## config.mk

```make
export PLATFORM = sky130hd
export DESIGN_NAME = vid_in_frame_ctrl_flat
export DESIGN_NICKNAME = d
export VERILOG_FILES = /design/src/rtl/vid_in_frame_ctrl_if.sv /design/src/rtl/vid_in_frame_ctrl.sv /design/src/flat_wrapper.sv
export SDC_FILE = /design/constraint.sdc
export NUM_CORES = 1
export LEC_CHECK = 0
export CORE_MARGIN = 1.5
export CORE_UTILIZATION = 47
export CTS_CLUSTER_DIAMETER = 50
export DETAILED_ROUTE_END_ITERATION = 8
export HOLD_SLACK_MARGIN = 0.08
export PLACE_DENSITY = 0.66
export REMOVE_ABC_BUFFERS = 1
export SYNTH_ARGS = -nofsm -noshare
export SYNTH_HDL_FRONTEND = slang
export SYNTH_SLANG_ARGS = --single-unit
```

## constraint.sdc

```tcl
create_clock -name aclk -period 5.74 [get_ports aclk]
set_input_delay 0.861 -clock aclk [delete_from_list [all_inputs] [get_ports aclk]]
set_output_delay 0.861 -clock aclk [all_outputs]
set_load 0.005 [all_outputs]
```

## src/rtl/vid_in_frame_ctrl_if.sv

```systemverilog
// rtl/vid_in_frame_ctrl_if.sv - tap of the bridge's m_axis_video handshake signals
interface vid_in_frame_ctrl_if;
  logic tvalid;
  logic tready;
  logic tuser;
  logic tlast;

  modport master (output tvalid, output tready, output tuser, output tlast);
  modport slave  (input tvalid, input tready, input tuser, input tlast);
endinterface

```

## src/rtl/vid_in_frame_ctrl.sv

```systemverilog
// rtl/vid_in_frame_ctrl.sv - frame-level sequencer for the video-in to AXI4-Stream bridge
// Gates axis_enable on frame boundaries, checks stream geometry and resyncs after overflow.
module vid_in_frame_ctrl #(
  parameter int HSIZE_BITS  = 12,
  parameter int VSIZE_BITS  = 12,
  parameter int SYNC_STAGES = 2,
  parameter int FCNT_BITS   = 16
) (
  input  logic                  aclk,
  input  logic                  aresetn,
  input  logic                  ctrl_enable,
  input  logic                  ctrl_clear_err,
  input  logic [HSIZE_BITS-1:0] cfg_hsize,
  input  logic [VSIZE_BITS-1:0] cfg_vsize,
  input  logic                  vtd_vblank,
  input  logic                  wr_error,
  vid_in_frame_ctrl_if.slave    axis,
  output logic                  axis_enable,
  output logic                  locked,
  output logic                  frame_done,
  output logic [FCNT_BITS-1:0]  frame_count,
  output logic                  err_line_len,
  output logic                  err_frame_len,
  output logic                  err_overflow,
  output logic [2:0]            state
);

  localparam int SS = (SYNC_STAGES < 2) ? 2 : SYNC_STAGES;

  typedef enum logic [2:0] {
    S_IDLE     = 3'd0,
    S_WAIT_VB  = 3'd1,
    S_WAIT_SOF = 3'd2,
    S_ACTIVE   = 3'd3,
    S_RESYNC   = 3'd4
  } state_t;

  state_t cur;

  logic [SS-1:0] vb_sync;
  logic [SS-1:0] we_sync;
  logic          vb_d;
  logic          we_d;
  logic          vb_rise;
  logic          we_rise;

  always_ff @(posedge aclk or negedge aresetn) begin
    if (!aresetn) begin
      vb_sync <= '0;
      we_sync <= '0;
      vb_d    <= 1'b0;
      we_d    <= 1'b0;
    end else begin
      vb_sync <= {vb_sync[SS-2:0], vtd_vblank};
      we_sync <= {we_sync[SS-2:0], wr_error};
      vb_d    <= vb_sync[SS-1];
      we_d    <= we_sync[SS-1];
    end
  end

  assign vb_rise = vb_sync[SS-1] & ~vb_d;
  assign we_rise = we_sync[SS-1] & ~we_d;

  logic [HSIZE_BITS-1:0] hsize_l;
  logic [HSIZE_BITS-1:0] pix;
  logic [HSIZE_BITS-1:0] pix_base;
  logic [HSIZE_BITS-1:0] pix_inc;
  logic [HSIZE_BITS-1:0] pix_sat;
  logic [VSIZE_BITS-1:0] vsize_l;
  logic [VSIZE_BITS-1:0] line;
  logic [VSIZE_BITS-1:0] line_base;
  logic [VSIZE_BITS-1:0] line_inc;
  logic                  frame_err;
  logic                  beat;
  logic                  sof_beat;
  logic                  early_sof;
  logic                  line_bad;
  logic                  frame_end;
  logic                  err_this;
  logic                  take;

  // A SOF beat always starts a fresh frame, so its counts are taken from zero.
  assign beat      = axis.tvalid & axis.tready;
  assign sof_beat  = beat & axis.tuser;
  assign pix_base  = sof_beat ? '0 : pix;
  assign line_base = sof_beat ? '0 : line;
  assign pix_inc   = pix_base + 1'b1;
  assign pix_sat   = (&pix_base) ? pix_base : pix_inc;
  assign line_inc  = line_base + 1'b1;
  assign line_bad  = axis.tlast && (pix_inc != hsize_l);
  assign frame_end = axis.tlast && (line_inc == vsize_l);
  assign early_sof = (cur == S_ACTIVE) && sof_beat && ((pix != '0) || (line != '0));
  assign err_this  = (frame_err & ~sof_beat) | line_bad;
  assign take      = ((cur == S_WAIT_SOF) && ctrl_enable && sof_beat) ||
                     ((cur == S_ACTIVE) && beat);

  always_ff @(posedge aclk or negedge aresetn) begin
    if (!aresetn) begin
      cur           <= S_IDLE;
      hsize_l       <= '0;
      vsize_l       <= '0;
      pix           <= '0;
      line          <= '0;
      frame_err     <= 1'b0;
      axis_enable   <= 1'b0;
      locked        <= 1'b0;
      frame_done    <= 1'b0;
      frame_count   <= '0;
      err_line_len  <= 1'b0;
      err_frame_len <= 1'b0;
      err_overflow  <= 1'b0;
    end else begin
      frame_done  <= 1'b0;
      axis_enable <= (cur == S_WAIT_SOF) || (cur == S_ACTIVE);

      // Clears come first so that a simultaneous set below takes precedence.
      if (ctrl_clear_err) begin
        err_line_len  <= 1'b0;
        err_frame_len <= 1'b0;
        err_overflow  <= 1'b0;
      end
      if (we_rise) begin
        err_overflow <= 1'b1;
      end

      if (we_rise && (cur != S_IDLE)) begin
        cur    <= S_RESYNC;
        locked <= 1'b0;
      end else begin
        case (cur)
          S_IDLE: begin
            if (ctrl_enable && (cfg_hsize != '0) && (cfg_vsize != '0)) begin
              cur <= S_WAIT_VB;
            end
          end
          S_WAIT_VB: begin
            if (!ctrl_enable) begin
              cur    <= S_IDLE;
              locked <= 1'b0;
            end else if (vb_rise) begin
              hsize_l <= cfg_hsize;
              vsize_l <= cfg_vsize;
              cur     <= S_WAIT_SOF;
            end
          end
          S_WAIT_SOF: begin
            if (!ctrl_enable) begin
              cur    <= S_IDLE;
              locked <= 1'b0;
            end
          end
          S_RESYNC: begin
            cur <= ctrl_enable ? S_WAIT_VB : S_IDLE;
          end
          default: ;
        endcase

        // ctrl_enable is ignored in ACTIVE until the frame in flight completes.
        if (take) begin
          frame_err <= err_this;
          if (early_sof) begin
            err_frame_len <= 1'b1;
            locked        <= 1'b0;
          end
          if (line_bad) begin
            err_line_len <= 1'b1;
            locked       <= 1'b0;
          end
          if (axis.tlast) begin
            pix <= '0;
            if (frame_end) begin
              line        <= '0;
              frame_done  <= 1'b1;
              frame_count <= frame_count + 1'b1;
              locked      <= ctrl_enable & ~err_this;
              cur         <= ctrl_enable ? S_WAIT_SOF : S_IDLE;
            end else begin
              line <= line_inc;
              cur  <= S_ACTIVE;
            end
          end else begin
            pix  <= pix_sat;
            line <= line_base;
            cur  <= S_ACTIVE;
          end
        end
      end
    end
  end

  assign state = cur;

endmodule
```

## src/flat_wrapper.sv

```systemverilog
// flat-port wrapper written by rule: the top's interface ports become plain ports
module vid_in_frame_ctrl_flat 
#(
  parameter int HSIZE_BITS  = 12,
  parameter int VSIZE_BITS  = 12,
  parameter int SYNC_STAGES = 2,
  parameter int FCNT_BITS   = 16
)
  (aclk, aresetn, ctrl_enable, ctrl_clear_err, cfg_hsize, cfg_vsize, vtd_vblank, wr_error, axis_enable, locked, frame_done, frame_count, err_line_len, err_frame_len, err_overflow, state, axis_tvalid, axis_tready, axis_tuser, axis_tlast);
  vid_in_frame_ctrl_if axis_i ();
  input  logic aclk;
  input  logic aresetn;
  input  logic ctrl_enable;
  input  logic ctrl_clear_err;
  input  logic [HSIZE_BITS-1:0] cfg_hsize;
  input  logic [VSIZE_BITS-1:0] cfg_vsize;
  input  logic vtd_vblank;
  input  logic wr_error;
  output logic axis_enable;
  output logic locked;
  output logic frame_done;
  output logic [FCNT_BITS-1:0] frame_count;
  output logic err_line_len;
  output logic err_frame_len;
  output logic err_overflow;
  output logic [2:0] state;
  input wire logic [$bits(axis_i.tvalid)-1:0] axis_tvalid;
  input wire logic [$bits(axis_i.tready)-1:0] axis_tready;
  input wire logic [$bits(axis_i.tuser)-1:0] axis_tuser;
  input wire logic [$bits(axis_i.tlast)-1:0] axis_tlast;
  assign axis_i.tvalid = axis_tvalid;
  assign axis_i.tready = axis_tready;
  assign axis_i.tuser = axis_tuser;
  assign axis_i.tlast = axis_tlast;
  vid_in_frame_ctrl #(.HSIZE_BITS(HSIZE_BITS), .VSIZE_BITS(VSIZE_BITS), .SYNC_STAGES(SYNC_STAGES), .FCNT_BITS(FCNT_BITS)) u_core (.aclk(aclk), .aresetn(aresetn), .ctrl_enable(ctrl_enable), .ctrl_clear_err(ctrl_clear_err), .cfg_hsize(cfg_hsize), .cfg_vsize(cfg_vsize), .vtd_vblank(vtd_vblank), .wr_error(wr_error), .axis(axis_i), .axis_enable(axis_enable), .locked(locked), .frame_done(frame_done), .frame_count(frame_count), .err_line_len(err_line_len), .err_frame_len(err_frame_len), .err_overflow(err_overflow), .state(state));
endmodule
```

Supply network:
Scale bar: 20 um. Pins as bars on the die edge.
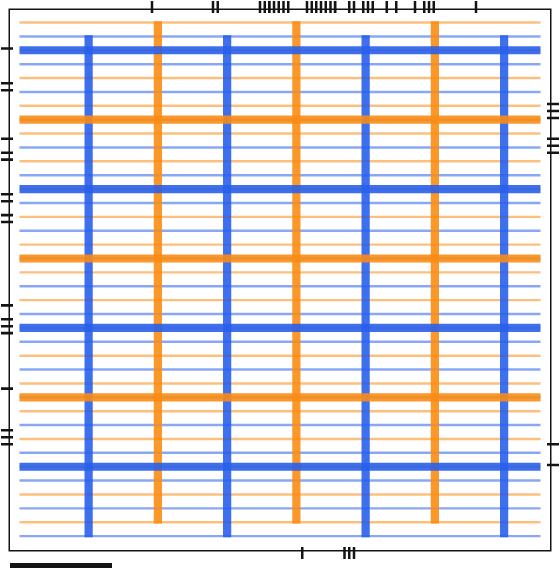
Key: VSS = blue; VDD = orange
38 met1 rails follow the rows. 7 straps on met4. The core has 37 rows. 7 straps on met5. 59 signal pins sit on the boundary.

Placement by cell class:
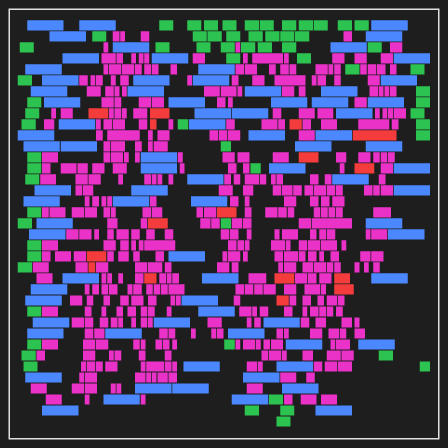
Key: clock drivers and dummy loads = red [cells 16]; flops = blue [cells 80]; combinational and other logic = magenta [cells 420]; other buffers and delay cells = green [cells 63]
final std cell area, no fill: 5770 um^2
Core Area: 10300 um^2
Finished Core Util: 56.2%
row count: 37

Clock wires, drivers and flops:
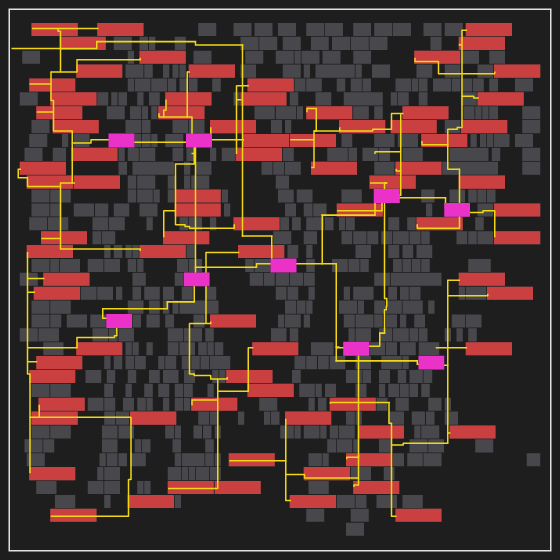
Key: flip-flops = red [count 80]; clock wires = yellow [length 1130 um]; clock drivers = magenta [count 9]
There are 10 routed clock nets. Position of the flops: spread over the die.
Fin Clk Skew: 7.39 ps
Clk power: 0.441 mW
clk latency late pin: 360 ps

==> flow_summary.yaml <==
# implementation run metrics
run_status:
  outcome: "complete, no violations"
final_timing:
  rsz0062_at_grt: "no"
  max_freq_mhz: 227
  finalCriticalPeriod_ps: 4400
  setup_viol_count_final: 0
  whs_ps: 358
  tns_ps: 0
  max_slew_margin_pct: 33.2
  finalCritPeriodShare_pct: 76.7
synthesis:
  ys_sh_xor_pct: 7.50
  top_area_cell: "dfrtp_1"
  topCombFamilyByArea: "simple AND/OR/NAND/NOR gates"
  edf_count: 0
  flop_cell: "dfrtp_1"
  simple_gate_share_pct: 25.1
  ys_chip_area_um2: 4970
  ys_seq_share_pct: 40.3
  ys_top_cells_by_count: "80 x dfrtp_1, 59 x nand2_1, 32 x o21ai_0"
  ys_cells: 538
  yosys-top-cells-area: "dfrtp_1 40%, mux2_2 5.4%, nand2_1 4.5%, xnor2_1 4.2%, o21ai_0 3.2%"
  aoi_share_pct: 15.3
  top_area_share_pct: 40.3
  synth_area_um2: 4970
  ys_ff: 80
  yosys_warnings: 0
drt:
  drc_errors: 0
  drt-vias-per-instance: 6.11
  highest_layer: "met4"
  final_antenna_net_count: 0
  dr_wl_met3_um: 754
  first_pass_iters: 5
  wirelength_um: 13000
  wirelength_met1_um: 5470
  wl_met2_um: 6490
layout:
  area_growth_pct: 16.2
  fillers: 982
  clkbuf_count: 9
  sh_comb_area_pct: 47.4
  antenna_cells: 0
  comb_cells: 407
  logic_area_um2: 2740
  buffer_area_share_pct: 10.7
  nets: 611
  inverters: 13
clock_tree:
  clkSinkCount: 80
  cts_resized: 0
  cts_buffers: 9
  htree_levels: 3
  clk_pin_slew_ps: 90
floorplan:
  fp_util_pct: 48.3
  die_h_um: 106
  tap_cells: 136
pwr:
  maxPowerGroup: "registers"
  p_int_mw: 1.18
  combPwrFrac_pct: 30.7
  ir_drop_v: 0.000169
run:
  maxCapViolCount: 0
  warnings: 25
placement:
  placed_area_um2: 5570
  io_buffers: 58
worst_setup_path:
  critical_path_peak_fanout: 17
  end_kind: "flip-flop"
global_routing:
  grt_remaining_overflow: 0
  antenna_found_initial: 0
-- kinds of logic (layout without fill, tap and decap cells) --
kind of cell / after synthesis / count (layout)
fa+ha+maj: 3 / 3
flops: 80 / 80
compound gates: 111 / 111
xor+xnor: 41 / 41
buf+inv: 51 / 92
mux: 29 / 29
simple gates: 223 / 223
-- worst paths after layout --
| kind | cells past startpoint | end | slack (ps) | start |
|---|---|---|---|---|
| min in group asynchronous | 1 | u_core.line[4] | 670 | aresetn |
| max | 12 | u_core.frame_count[1] | 1340 | axis_tuser |
| min | 0 | u_core.vb_sync[1] | 360 | u_core.vb_sync[0] |
| max reg2reg | 10 | u_core.frame_count[1] | 2050 | u_core.line[0] |
| min reg2reg | 0 | u_core.vb_sync[1] | 360 | u_core.vb_sync[0] |
| max in group asynchronous | 1 | u_core.err_line_len | 4450 | aresetn |
-- flip-flops by register name, indices dropped and copies added, names as in the netlist, 2 cells and up --
name                count
u_core.frame_count     16
u_core.hsize_l         12
u_core.line            12
u_core.pix             12
u_core.state            3
u_core.vb_sync          2
u_core.vsize_l         12
u_core.we_sync          2
-- placed cells by master, fill, tap and decap left out, types with 13 or more instances in the layout --
master / count
dfrtp_1: 80
nand2_1: 59
clkdlybuf4s50_1: 57
o21ai_0: 32
nand3_1: 27
nor2_1: 27
xnor2_1: 24
mux2_2: 24
nor3_1: 20
a21oi_1: 17
nor4_1: 17
xor2_1: 16
nand4_1: 15
inv_1: 13
-- metal layers --
metal  vias up  GRT usage, %
met5         -             0
met4         0          9.17
met3        29          4.27
met2       168          40.9
met1      2121          31.8
li1       2054             -
-- critical path: stages --
cell and delay (ps):
clkdlybuf4s50_1 560, nand3_1 200, and2_1 210, ha_1 270
and4_1 290, nand3_1 100, a32oi_1 110, or4_4 570
a2111oi_4 370, and2_1 640, nand2_2 140, mux2_1 340
Power and IR drop assume default switching activity.
